## src/rtl/alu_sequencer_if.sv

```systemverilog
// Command and result handshake bundle between the issue logic and alu_sequencer.
interface alu_sequencer_if #(
  parameter int unsigned WIDTH = 32
);
  logic             cmd_valid;
  logic             cmd_ready;
  logic [2:0]       cmd_op;
  logic [WIDTH-1:0] cmd_a;
  logic [WIDTH-1:0] cmd_b;
  logic             res_valid;
  logic             res_ready;
  logic [WIDTH-1:0] res_data;
  logic             res_zero;
  logic             res_carry;
  logic             res_ovf;
  logic             res_err;

  modport master (
    output cmd_valid, cmd_op, cmd_a, cmd_b, res_ready,
    input  cmd_ready, res_valid, res_data, res_zero, res_carry, res_ovf, res_err
  );

  modport slave (
    input  cmd_valid, cmd_op, cmd_a, cmd_b, res_ready,
    output cmd_ready, res_valid, res_data, res_zero, res_carry, res_ovf, res_err
  );
endinterface

```

## src/rtl/alu_sequencer.sv

```systemverilog
// Sequences a combinational 32-bit ALU: single-pass logic/arith ops plus an
// iterative shift-add unsigned multiply that reuses the ALU adder each cycle.
module alu_sequencer #(
  parameter int unsigned WIDTH = 32,
  parameter int unsigned CNTW  = 6
) (
  input  logic             clk,
  input  logic             reset,
  alu_sequencer_if.slave   bus,
  output logic [WIDTH-1:0] alu_in1,
  output logic [WIDTH-1:0] alu_in2,
  output logic [1:0]       alu_op,
  output logic             alu_binvert,
  output logic             alu_cin,
  input  logic [WIDTH-1:0] alu_ans,
  input  logic             alu_cout
);

  localparam int unsigned MSB = WIDTH - 1;

  localparam logic [2:0] OP_AND  = 3'b000;
  localparam logic [2:0] OP_OR   = 3'b001;
  localparam logic [2:0] OP_ADD  = 3'b010;
  localparam logic [2:0] OP_SUB  = 3'b011;
  localparam logic [2:0] OP_SLT  = 3'b100;
  localparam logic [2:0] OP_MULU = 3'b101;

  localparam logic [1:0] ALU_AND = 2'b00;
  localparam logic [1:0] ALU_OR  = 2'b01;
  localparam logic [1:0] ALU_ADD = 2'b10;

  typedef enum logic [1:0] {S_IDLE, S_EXEC, S_MUL, S_DONE} state_e;

  state_e           state_q, state_d;
  logic [2:0]       op_q, op_d;
  logic [WIDTH-1:0] a_q, a_d;
  logic [WIDTH-1:0] b_q, b_d;
  logic [WIDTH-1:0] acc_q, acc_d;
  logic [WIDTH-1:0] mcand_q, mcand_d;
  logic [WIDTH-1:0] mplier_q, mplier_d;
  logic [CNTW-1:0]  cnt_q, cnt_d;

  logic             cmd_ready_q, cmd_ready_d;
  logic             res_valid_q, res_valid_d;
  logic [WIDTH-1:0] res_data_q, res_data_d;
  logic             res_zero_q, res_zero_d;
  logic             res_carry_q, res_carry_d;
  logic             res_ovf_q, res_ovf_d;
  logic             res_err_q, res_err_d;

  logic [WIDTH-1:0] alu_in1_q, alu_in1_d;
  logic [WIDTH-1:0] alu_in2_q, alu_in2_d;
  logic [1:0]       alu_op_q, alu_op_d;
  logic             alu_binvert_q, alu_binvert_d;
  logic             alu_cin_q, alu_cin_d;

  logic [WIDTH-1:0] b_eff;
  logic             ovf;
  logic [WIDTH-1:0] exec_data;
  logic [WIDTH-1:0] acc_next;

  // Next-state, datapath and output computation.
  always_comb begin
    state_d       = state_q;
    op_d          = op_q;
    a_d           = a_q;
    b_d           = b_q;
    acc_d         = acc_q;
    mcand_d       = mcand_q;
    mplier_d      = mplier_q;
    cnt_d         = cnt_q;
    cmd_ready_d   = cmd_ready_q;
    res_valid_d   = res_valid_q;
    res_data_d    = res_data_q;
    res_zero_d    = res_zero_q;
    res_carry_d   = res_carry_q;
    res_ovf_d     = res_ovf_q;
    res_err_d     = res_err_q;
    alu_in1_d     = '0;
    alu_in2_d     = '0;
    alu_op_d      = ALU_AND;
    alu_binvert_d = 1'b0;
    alu_cin_d     = 1'b0;
    b_eff         = (op_q == OP_ADD) ? b_q : ~b_q;
    ovf           = (a_q[MSB] == b_eff[MSB]) && (alu_ans[MSB] != a_q[MSB]);
    exec_data     = '0;
    acc_next      = mplier_q[0] ? alu_ans : acc_q;

    case (state_q)
      S_IDLE: begin
        if (bus.cmd_valid && cmd_ready_q) begin
          op_d        = bus.cmd_op;
          a_d         = bus.cmd_a;
          b_d         = bus.cmd_b;
          cmd_ready_d = 1'b0;
          if (bus.cmd_op == OP_MULU) begin
            state_d   = S_MUL;
            acc_d     = '0;
            mcand_d   = bus.cmd_a;
            mplier_d  = bus.cmd_b;
            cnt_d     = '0;
            alu_in2_d = bus.cmd_a;
            alu_op_d  = ALU_ADD;
          end else begin
            state_d   = S_EXEC;
            alu_in1_d = bus.cmd_a;
            alu_in2_d = bus.cmd_b;
            case (bus.cmd_op)
              OP_AND: alu_op_d = ALU_AND;
              OP_OR:  alu_op_d = ALU_OR;
              OP_ADD: alu_op_d = ALU_ADD;
              OP_SUB, OP_SLT: begin
                alu_op_d      = ALU_ADD;
                alu_binvert_d = 1'b1;
                alu_cin_d     = 1'b1;
              end
              default: alu_op_d = ALU_AND;
            endcase
          end
        end
      end

      S_EXEC: begin
        state_d     = S_DONE;
        res_valid_d = 1'b1;
        res_carry_d = 1'b0;
        res_ovf_d   = 1'b0;
        res_err_d   = 1'b0;
        case (op_q)
          OP_AND, OP_OR: exec_data = alu_ans;
          OP_ADD, OP_SUB: begin
            exec_data   = alu_ans;
            res_carry_d = alu_cout;
            res_ovf_d   = ovf;
          end
          OP_SLT: begin
            exec_data   = {{(WIDTH-1){1'b0}}, alu_ans[MSB] ^ ovf};
            res_carry_d = alu_cout;
            res_ovf_d   = ovf;
          end
          default: res_err_d = 1'b1;
        endcase
        res_data_d = exec_data;
        res_zero_d = (exec_data == '0);
      end

      S_MUL: begin
        acc_d    = acc_next;
        mcand_d  = mcand_q << 1;
        mplier_d = mplier_q >> 1;
        cnt_d    = cnt_q + CNTW'(1);
        // Last iteration retires straight into DONE with the final partial sum.
        if (cnt_q == CNTW'(WIDTH - 1)) begin
          state_d     = S_DONE;
          res_valid_d = 1'b1;
          res_data_d  = acc_next;
          res_zero_d  = (acc_next == '0);
          res_carry_d = 1'b0;
          res_ovf_d   = 1'b0;
          res_err_d   = 1'b0;
        end else begin
          alu_in1_d = acc_next;
          alu_in2_d = mcand_q << 1;
          alu_op_d  = ALU_ADD;
        end
      end

      S_DONE: begin
        if (bus.res_ready) begin
          state_d     = S_IDLE;
          res_valid_d = 1'b0;
          cmd_ready_d = 1'b1;
        end
      end

      default: begin
        state_d     = S_IDLE;
        res_valid_d = 1'b0;
        cmd_ready_d = 1'b1;
      end
    endcase
  end

  // State and output registers.
  always_ff @(posedge clk or posedge reset) begin
    if (reset) begin
      state_q       <= S_IDLE;
      op_q          <= '0;
      a_q           <= '0;
      b_q           <= '0;
      acc_q         <= '0;
      mcand_q       <= '0;
      mplier_q      <= '0;
      cnt_q         <= '0;
      cmd_ready_q   <= 1'b1;
      res_valid_q   <= 1'b0;
      res_data_q    <= '0;
      res_zero_q    <= 1'b0;
      res_carry_q   <= 1'b0;
      res_ovf_q     <= 1'b0;
      res_err_q     <= 1'b0;
      alu_in1_q     <= '0;
      alu_in2_q     <= '0;
      alu_op_q      <= '0;
      alu_binvert_q <= 1'b0;
      alu_cin_q     <= 1'b0;
    end else begin
      state_q       <= state_d;
      op_q          <= op_d;
      a_q           <= a_d;
      b_q           <= b_d;
      acc_q         <= acc_d;
      mcand_q       <= mcand_d;
      mplier_q      <= mplier_d;
      cnt_q         <= cnt_d;
      cmd_ready_q   <= cmd_ready_d;
      res_valid_q   <= res_valid_d;
      res_data_q    <= res_data_d;
      res_zero_q    <= res_zero_d;
      res_carry_q   <= res_carry_d;
      res_ovf_q     <= res_ovf_d;
      res_err_q     <= res_err_d;
      alu_in1_q     <= alu_in1_d;
      alu_in2_q     <= alu_in2_d;
      alu_op_q      <= alu_op_d;
      alu_binvert_q <= alu_binvert_d;
      alu_cin_q     <= alu_cin_d;
    end
  end

  assign bus.cmd_ready = cmd_ready_q;
  assign bus.res_valid = res_valid_q;
  assign bus.res_data  = res_data_q;
  assign bus.res_zero  = res_zero_q;
  assign bus.res_carry = res_carry_q;
  assign bus.res_ovf   = res_ovf_q;
  assign bus.res_err   = res_err_q;
  assign alu_in1       = alu_in1_q;
  assign alu_in2       = alu_in2_q;
  assign alu_op        = alu_op_q;
  assign alu_binvert   = alu_binvert_q;
  assign alu_cin       = alu_cin_q;

endmodule
```

## src/flat_wrapper.sv

```systemverilog
// flat-port wrapper written by rule: the top's interface ports become plain ports
module alu_sequencer_flat 
#(
  parameter int unsigned WIDTH = 32,
  parameter int unsigned CNTW  = 6
)
  (clk, reset, alu_in1, alu_in2, alu_op, alu_binvert, alu_cin, alu_ans, alu_cout, bus_cmd_valid, bus_cmd_op, bus_cmd_a, bus_cmd_b, bus_res_ready, bus_cmd_ready, bus_res_valid, bus_res_data, bus_res_zero, bus_res_carry, bus_res_ovf, bus_res_err);
  alu_sequencer_if #(.WIDTH(WIDTH)) bus_i ();
  input  logic clk;
  input  logic reset;
  output logic [WIDTH-1:0] alu_in1;
  output logic [WIDTH-1:0] alu_in2;
  output logic [1:0] alu_op;
  output logic alu_binvert;
  output logic alu_cin;
  input  logic [WIDTH-1:0] alu_ans;
  input  logic alu_cout;
  input wire logic [$bits(bus_i.cmd_valid)-1:0] bus_cmd_valid;
  input wire logic [$bits(bus_i.cmd_op)-1:0] bus_cmd_op;
  input wire logic [$bits(bus_i.cmd_a)-1:0] bus_cmd_a;
  input wire logic [$bits(bus_i.cmd_b)-1:0] bus_cmd_b;
  input wire logic [$bits(bus_i.res_ready)-1:0] bus_res_ready;
  output wire logic [$bits(bus_i.cmd_ready)-1:0] bus_cmd_ready;
  output wire logic [$bits(bus_i.res_valid)-1:0] bus_res_valid;
  output wire logic [$bits(bus_i.res_data)-1:0] bus_res_data;
  output wire logic [$bits(bus_i.res_zero)-1:0] bus_res_zero;
  output wire logic [$bits(bus_i.res_carry)-1:0] bus_res_carry;
  output wire logic [$bits(bus_i.res_ovf)-1:0] bus_res_ovf;
  output wire logic [$bits(bus_i.res_err)-1:0] bus_res_err;
  assign bus_i.cmd_valid = bus_cmd_valid;
  assign bus_i.cmd_op = bus_cmd_op;
  assign bus_i.cmd_a = bus_cmd_a;
  assign bus_i.cmd_b = bus_cmd_b;
  assign bus_i.res_ready = bus_res_ready;
  assign bus_cmd_ready = bus_i.cmd_ready;
  assign bus_res_valid = bus_i.res_valid;
  assign bus_res_data = bus_i.res_data;
  assign bus_res_zero = bus_i.res_zero;
  assign bus_res_carry = bus_i.res_carry;
  assign bus_res_ovf = bus_i.res_ovf;
  assign bus_res_err = bus_i.res_err;
  alu_sequencer #(.WIDTH(WIDTH), .CNTW(CNTW)) u_core (.clk(clk), .reset(reset), .bus(bus_i), .alu_in1(alu_in1), .alu_in2(alu_in2), .alu_op(alu_op), .alu_binvert(alu_binvert), .alu_cin(alu_cin), .alu_ans(alu_ans), .alu_cout(alu_cout));
endmodule
```

## config.mk

```make
export PLATFORM = sky130hd
export DESIGN_NAME = alu_sequencer_flat
export DESIGN_NICKNAME = d
export VERILOG_FILES = /design/src/rtl/alu_sequencer_if.sv /design/src/rtl/alu_sequencer.sv /design/src/flat_wrapper.sv
export SDC_FILE = /design/constraint.sdc
export NUM_CORES = 1
export LEC_CHECK = 0
export CAP_MARGIN = 5
export CELL_PAD_IN_SITES_DETAIL_PLACEMENT = 0
export CELL_PAD_IN_SITES_GLOBAL_PLACEMENT = 1
export CORE_MARGIN = 2
export CORE_UTILIZATION = 43
export CTS_BUF_LIST = sky130_fd_sc_hd__clkbuf_8
export CTS_CLUSTER_DIAMETER = 50
export DETAILED_ROUTE_END_ITERATION = 6
export GPL_ROUTABILITY_DRIVEN = 1
export GPL_TIMING_DRIVEN = 0
export PLACE_DENSITY_LB_ADDON = 0.1
export SLEW_MARGIN = 30
export SYNTH_ARGS = -nofsm -noshare
export SYNTH_HDL_FRONTEND = slang
export SYNTH_SLANG_ARGS = --single-unit
export TNS_END_PERCENT = 20
```

## constraint.sdc

```tcl
create_clock -name clk -period 10.65 [get_ports clk]
set_input_delay 2.13 -clock clk [delete_from_list [all_inputs] [get_ports clk]]
set_output_delay 2.13 -clock clk [all_outputs]
set_load 0.01 [all_outputs]
```

### Clock wires, drivers and flops

Bar = 50 um.
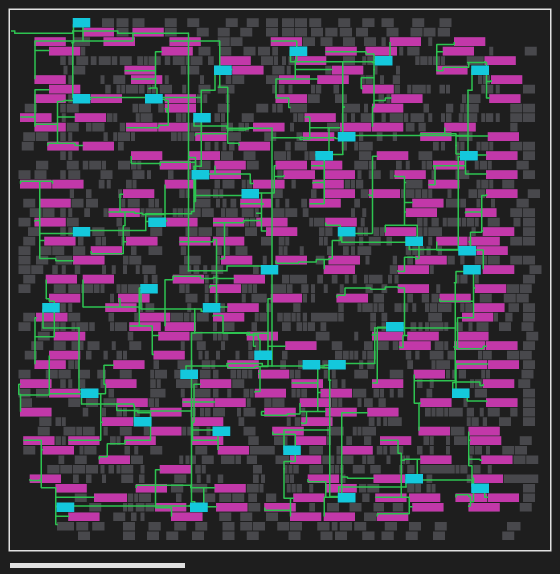
Green is clock wires, length 2990 um. Cyan is clock-net drivers, count 38. Magenta is flip-flops, count 213.
Position of the flops: all over the die. There are 39 routed clock nets.

### Routing congestion

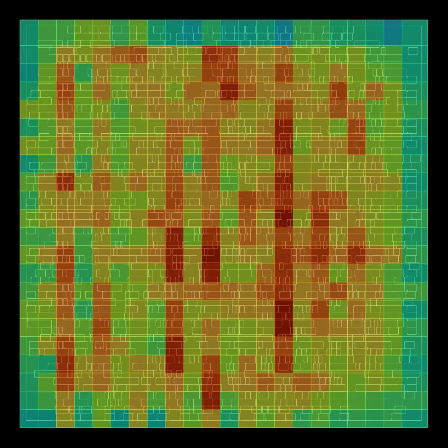
post-route core utilization: 0.5812
Global Route met1 Usage: 0.3538
wire per inst: 19.76 um

## metal layers
layer / global-route usage / share of wire / vias up
met5: 0 / 0.00036 / -
met4: 0.07981 / 0.024 / 2
met3: 0.05156 / 0.059 / 55
met2: 0.4094 / 0.46 / 266
met1: 0.3538 / 0.46 / 3976
li1: - / - / 3883
## report_power, final
part	switching, mW	total [mW]	internal (mW)
Sequential	0.00773	0.829	0.822
Clock	0.334	0.773	0.439
Combinational	0.0591	0.118	0.0593
Total	0.401	1.72	1.32
## tightest hold or removal path: stages (launching register included)
cell and delay (ns):
sky130_fd_sc_hd__dfrtp_1 0.34, sky130_fd_sc_hd__nand2_1 0.05, sky130_fd_sc_hd__o21ai_0 0.06
## final cells by class
class / count / share of cell area
clock buffers: 53 / 0.05594
multi-input cells: 687 / 0.3096
inverters: 8 / 0.002879
clock inverters: 15 / 0.004510
repair buffers: 210 / 0.1639
well taps: 285 / 0.02735
flip-flops and latches: 213 / 0.4089
plain buffers: 69 / 0.02696
## cells in the mapped netlist (all sizes together) (8+ instances only)
master,count
buf,40
dfrtp,212
mux2,36
clkbuf,29
mux2i,94
nor2,43
nand2,236
o21ai,171
nor4,13
a31oi,32
inv,8
## state kept, by name (all words and copies together), names as in the netlist, 3 cells and up
register and flops:
u_core.bus.res_data 32, u_core.cnt_q 6, u_core.mcand_q 31, u_core.op_q 3
u_core.alu_in2 32, u_core.mplier_q 32, u_core.acc_q 32, u_core.alu_in1 32
## logic make-up after synthesis
group	Yosys count	share of synthesized area
and+or+nand+nor	323	0.1394
AOI/OAI and AO/OA	227	0.1286
DFF	213	0.5468
muxes	130	0.1381
buffers and inverters	77	0.03914
adders and majority gates	5	0.006160
xor gates and xnor gates	2	0.001797
==> metrics.csv <==
stage,metric,value,unit
setup_path,criticalPathCategory,flop to output pin,
placement,numPortBuffers,208,
die,die_height,154.6,um
logic_synthesis,yosysUniqueCellTypes,50,
timing,report.final.hold_viol_count,0,
die,core_region_area,22430,um2
route,detailedRoute.firstPassIterationCount,5,
finish,number_of_nets_in_the_layout,1335,
timing,setup_tns,0,ns
worst_hold_path,timing.hold.worst.class,flop to flop,
setup_path,slowest_stage,sky130_fd_sc_hd__dfstp_2,
global_route,maximum_number_of_pins_on_one_net_before_global_route_repair,83,
route,route.vias.total,8182,
timing,hold-worst-slack,0.4787,ns
cts,worst_skew_pair.late_latency,0.53,ns
logic_synthesis,synthCells,977,
cts,tritoncts,built,
route,drt-vias-per-instance,5.313,
power_and_ir_drop,report.power.total,1.721,mW
setup_path,worst-path-buf-inv,1,
logic_synthesis,synthFlopType,sky130_fd_sc_hd__dfrtp_1,
cts,total_of_hold_buffers_inserted_after_clock_tree_synthesis,0,
die,floorplanUtilization,0.4346,
logic_synthesis,topCellsByArea,"sky130_fd_sc_hd__dfrtp_1, sky130_fd_sc_hd__mux2i_1, sky130_fd_sc_hd__nand2_1, sky130_fd_sc_hd__o21ai_0, sky130_fd_sc_hd__mux2_2",
timing,worst_clock_skew,0.02719,ns
finish,most_numerous_logic_cells_after_layout,"sky130_fd_sc_hd__nand2_1, sky130_fd_sc_hd__dfrtp_1, sky130_fd_sc_hd__clkdlybuf4s50_1, sky130_fd_sc_hd__o21ai_0, sky130_fd_sc_hd__mux2i_1",
worst_hold_path,whs_endpoint,u_core.mplier_q[4],
logic_synthesis,total_of_flip_flops_plus_latches_after_synthesis,213,
logic_synthesis,synthesis.nets,1085,
power_and_ir_drop,power_density,132.0,nW/um2
setup_path,end_kind,output pin,
setup_path,setup.worst_path.start,u_core.bus.cmd_ready,
timing,final_period_minus_worst_setup_slack,3.764,ns
finish,sequential_cell_area,5331,um2
global_route,grt_antenna_before_repair,1,
status,outcome,"complete, no violations",
setup_path,max_stage_delay,0.56,ns
logic_synthesis,top_cell_area_share,0.5441,
logic_synthesis,synth.yosys.warnings,0,
